Figure 1. Gate-type map.
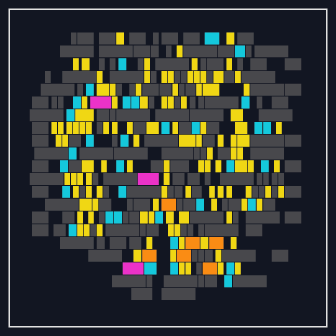
Figure 2. Clock routing.
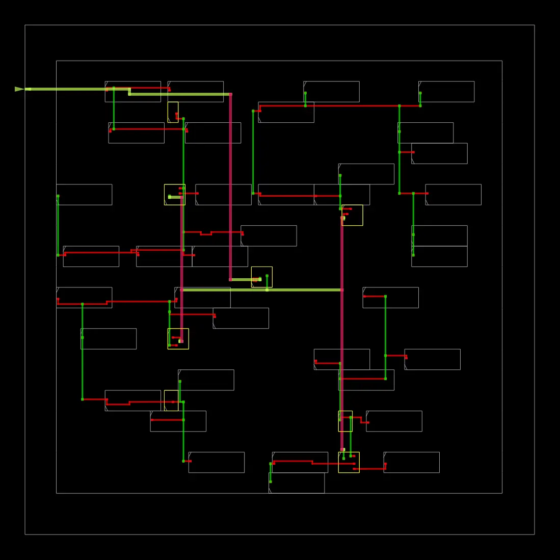
$ cat src/rtl/fet_pkg.sv
// Shared definitions for the nfet drain-net sampling logic.
package fet_pkg;

    typedef enum logic {
        IDLE   = 1'b0,
        SETTLE = 1'b1
    } state_t;

    localparam int unsigned GLITCH_W = 8;

endpackage

$ cat src/rtl/sat_counter.sv
// Up-counter that sticks at all-ones; synchronous reset and clear.
module sat_counter #(
    parameter int unsigned WIDTH = 8
) (
    input  logic             clk,
    input  logic             rst,
    input  logic             clear,
    input  logic             inc,
    output logic [WIDTH-1:0] count
);

    always_ff @(posedge clk) begin
        if (rst || clear) begin
            count <= '0;
        end else if (inc && (count != '1)) begin
            count <= count + 1'b1;
        end
    end

endmodule

$ cat src/rtl/drain_sampler.sv
// Waits for a slow open-drain bus to hold one fully known value for
// SETTLE_CYCLES clocks, then returns it; gives up after TIMEOUT_CYCLES.
module drain_sampler
    import fet_pkg::*;
#(
    parameter int unsigned WIDTH          = 8,
    parameter int unsigned SETTLE_CYCLES  = 4,
    parameter int unsigned TIMEOUT_CYCLES = 64
) (
    input  logic                clk,
    input  logic                rst,
    input  logic [WIDTH-1:0]    drain,
    input  logic                req,
    output logic                ready,
    output logic                valid,
    output logic [WIDTH-1:0]    data,
    output logic                timeout,
    output logic [GLITCH_W-1:0] glitch_count
);

    localparam int unsigned EL_W = $clog2(TIMEOUT_CYCLES + 1);
    localparam int unsigned ST_W = $clog2(SETTLE_CYCLES + 1);

    state_t            state, state_nx;
    logic [WIDTH-1:0]  last, last_nx, data_nx;
    logic [ST_W-1:0]   stable_cnt, stable_nx;
    logic [EL_W-1:0]   elapsed, elapsed_nx;
    logic              valid_nx, timeout_nx, glitch_inc;
    logic              known;

    always_comb begin
        known      = ((drain ^ drain) === '0);
        state_nx   = state;
        last_nx    = last;
        data_nx    = data;
        stable_nx  = stable_cnt;
        elapsed_nx = elapsed;
        valid_nx   = 1'b0;
        timeout_nx = 1'b0;
        glitch_inc = 1'b0;
        case (state)
            IDLE: begin
                if (req) begin
                    last_nx    = drain;
                    elapsed_nx = '0;
                    stable_nx  = known ? ST_W'(1) : '0;
                    // A one-sample window is already satisfied by a known first sample.
                    if (known && (SETTLE_CYCLES == 1)) begin
                        data_nx  = drain;
                        valid_nx = 1'b1;
                    end else begin
                        state_nx = SETTLE;
                    end
                end
            end
            SETTLE: begin
                elapsed_nx = elapsed + 1'b1;
                if (known && (drain == last)) begin
                    stable_nx = stable_cnt + 1'b1;
                end else begin
                    stable_nx  = known ? ST_W'(1) : '0;
                    last_nx    = drain;
                    glitch_inc = 1'b1;
                end
                // Settling takes priority over expiry on the same edge.
                if (stable_nx == ST_W'(SETTLE_CYCLES)) begin
                    data_nx  = last_nx;
                    valid_nx = 1'b1;
                    state_nx = IDLE;
                end else if (elapsed_nx == EL_W'(TIMEOUT_CYCLES)) begin
                    timeout_nx = 1'b1;
                    state_nx   = IDLE;
                end
            end
            default: state_nx = IDLE;
        endcase
    end

    always_ff @(posedge clk) begin
        if (rst) begin
            state      <= IDLE;
            last       <= '0;
            stable_cnt <= '0;
            elapsed    <= '0;
            data       <= '0;
            valid      <= 1'b0;
            timeout    <= 1'b0;
        end else begin
            state      <= state_nx;
            last       <= last_nx;
            stable_cnt <= stable_nx;
            elapsed    <= elapsed_nx;
            data       <= data_nx;
            valid      <= valid_nx;
            timeout    <= timeout_nx;
        end
    end

    assign ready = (state == IDLE);

    sat_counter #(
        .WIDTH(GLITCH_W)
    ) u_glitch (
        .clk   (clk),
        .rst   (rst),
        .clear (1'b0),
        .inc   (glitch_inc),
        .count (glitch_count)
    );

endmodule

$ cat config.mk
export PLATFORM = sky130hd
export DESIGN_NAME = drain_sampler
export DESIGN_NICKNAME = d
export VERILOG_FILES = /design/src/rtl/fet_pkg.sv /design/src/rtl/sat_counter.sv /design/src/rtl/drain_sampler.sv
export SDC_FILE = /design/constraint.sdc
export NUM_CORES = 1
export LEC_CHECK = 0
export ABC_AREA = 1
export CAP_MARGIN = 20
export CORE_MARGIN = 4
export CORE_UTILIZATION = 52
export DETAILED_ROUTE_END_ITERATION = 8
export GPL_ROUTABILITY_DRIVEN = 0
export PLACE_DENSITY = 0.89
export SYNTH_ARGS = -nofsm -noshare
export SYNTH_HDL_FRONTEND = slang
export SYNTH_HIERARCHICAL = 1
export SYNTH_SLANG_ARGS = --single-unit
$ cat constraint.sdc
create_clock -name clk -period 1.9 [get_ports clk]
set_input_delay 0.38 -clock clk [delete_from_list [all_inputs] [get_ports clk]]
set_output_delay 0.38 -clock clk [all_outputs]
set_load 0.02 [all_outputs]
==> flow_summary.yaml <==
# implementation run metrics
die:
  chip_area_sq_mm: 0.00453
  tapCellCount: 46
  die_w_um: 67.3
yosys:
  postSynthSeqShare_pct: 40.5
  avgSynthCellArea_sq_um: 6.87
  yosysUniqueCellTypes: 29
  synth_stat.cells: 266
  ys_area_sq_mm: 0.00183
  yosys.area_share.aoi_pct: 9.79
power_and_ir_drop:
  power.total_mw: 1.42
  swShare_pct: 27.4
  p_seq_share_pct: 57.3
  p_clk_mw: 0.396
  p_int_mw: 1.03
  pg_seq_mw: 0.816
worst_setup_path:
  crit_end: "glitch_count[5]"
  crit_family: "buffers and inverters"
  critPathLaunchType: "register"
  end_kind: "output pin"
  max_stage_delay_ns: 0.65
  cp.required_ns: 1.52
  cp.buffers_inverters: 1
  cp-startpoint: "u_glitch/count[5]"
  crit_fanout: 5
  r2r-end: "u_glitch/count[7]"
  worst-r2r-cell-count: 15
  cp.depth: 1
  r2r_slack_ns: 0.38
routing:
  dr_wl_met2_um: 1870
  met3WireLength_um: 196
  wirelength_um: 4090
  drt_iter0_markers: 91
place:
  placed_cells: 349
  hpwl_um: 3040
  dp_worst_setup_slack_ns: -0.223
  placed_area_sq_mm: 0.00225
finish:
  fin_nets: 324
  antenna_cells: 0
  clockNetworkAreaShare_pct: 2.21
  nNonClkInverters: 28
  largest_class: "multi-input combinational cells"
  regArea_sq_um: 741
  final_util_pct: 69.0
  drive_above_1_share_pct: 11.6
clock_tree:
  cts_setup_buffers: 0
  insertion_delay_ns: 0.34
  cts_buffers: 5
  cts_root_buf: "clkbuf_4"
min_path:
  hold_path.startpoint: "data[7]"
  hold_end: "data[7]"
  hp-class: "register to register"
global_route:
  grt_pass1_vias: 1637
  antenna_found_initial: 0
  grt_overflow: 0
  grt_usage_pct: 20.6
  globalRouteMet2Util_pct: 33.9
  grt_use_met1_pct: 24.8
  grt_first_pass_wirelength_um: 6990
  grt_start_max_net_pins: 17
final_timing:
  final_hold_viol_count: 0
  holdWs_ns: 0.469
  clock_skew_ns: 0.0107
run_status:
  status: "completed"
Notes on Figure 1 above:
Key: XOR/XNOR gates = orange [cells 6, most used xor2_1, where bottom center]; NAND gates = yellow [cells 112, most used nand2_1]; adder and majority cells = magenta [cells 3, most used ha_1]; inverting AOI/OAI gates = cyan [cells 33, most used a21oi_1]
combinational share of cell area: 41.0%
most numerous logic cell after layout: nand2_1
fin cells: 357

Notes on Figure 2 above:
Clock buffer cells: 6
CTS sink cnt: 37

cell usage after synthesis:
| cell type | count | area share (%) |
|---|---|---|
| nand2_1 | 91 | 19 |
| dfxtp_1 | 37 | 41 |
| nor2_1 | 30 | 6.2 |
| a21oi_1 | 29 | 7.9 |
| inv_1 | 25 | 5.1 |
| nand3_1 | 8 | 2.2 |
| nand3b_1 | 8 | 3.3 |
| clkbuf_1 | 4 | 0.82 |
| xor2_1 | 4 | 1.9 |
| ha_1 | 3 | 2.1 |
| nor2_2 | 3 | 1.0 |
| buf_2 | 2 | 0.55 |
| clkinv_1 | 2 | 0.41 |
| nand3_2 | 2 | 1.1 |
| nor3_1 | 2 | 0.55 |
| o21ai_0 | 2 | 0.55 |
| xnor2_1 | 2 | 0.96 |
| a22oi_1 | 1 | 0.41 |
| a31oi_1 | 1 | 0.34 |
| a32o_1 | 1 | 0.55 |
| buf_4 | 1 | 0.41 |
| buf_6 | 1 | 0.62 |
| conb_1 | 1 | 0.21 |
| inv_2 | 1 | 0.21 |
| nand2_2 | 1 | 0.34 |
| nand3b_2 | 1 | 0.62 |
| nand4_1 | 1 | 0.34 |
| nor2_8 | 1 | 1.1 |
| nor3b_4 | 1 | 1.0 |
repair_timing:
item	4_1_cts	5_1_grt
endpoints found under the setup margin	0	5
hold endpoints to repair	0	0
resized	0	5
tightest hold or removal path: cells and delay by family, from the launching register on:
kind	cells	cell delay, ns
AOI/OAI and AO/OA	1	0.05
DFF	1	0.33
and+or+nand+nor	1	0.06
sequential cells by signal, indices dropped and copies added, names as in the netlist:
signal,cells
timeout,1
valid,1
elapsed,7
state,1
data,8
u_glitch/count,8
last,8
stable_cnt,3
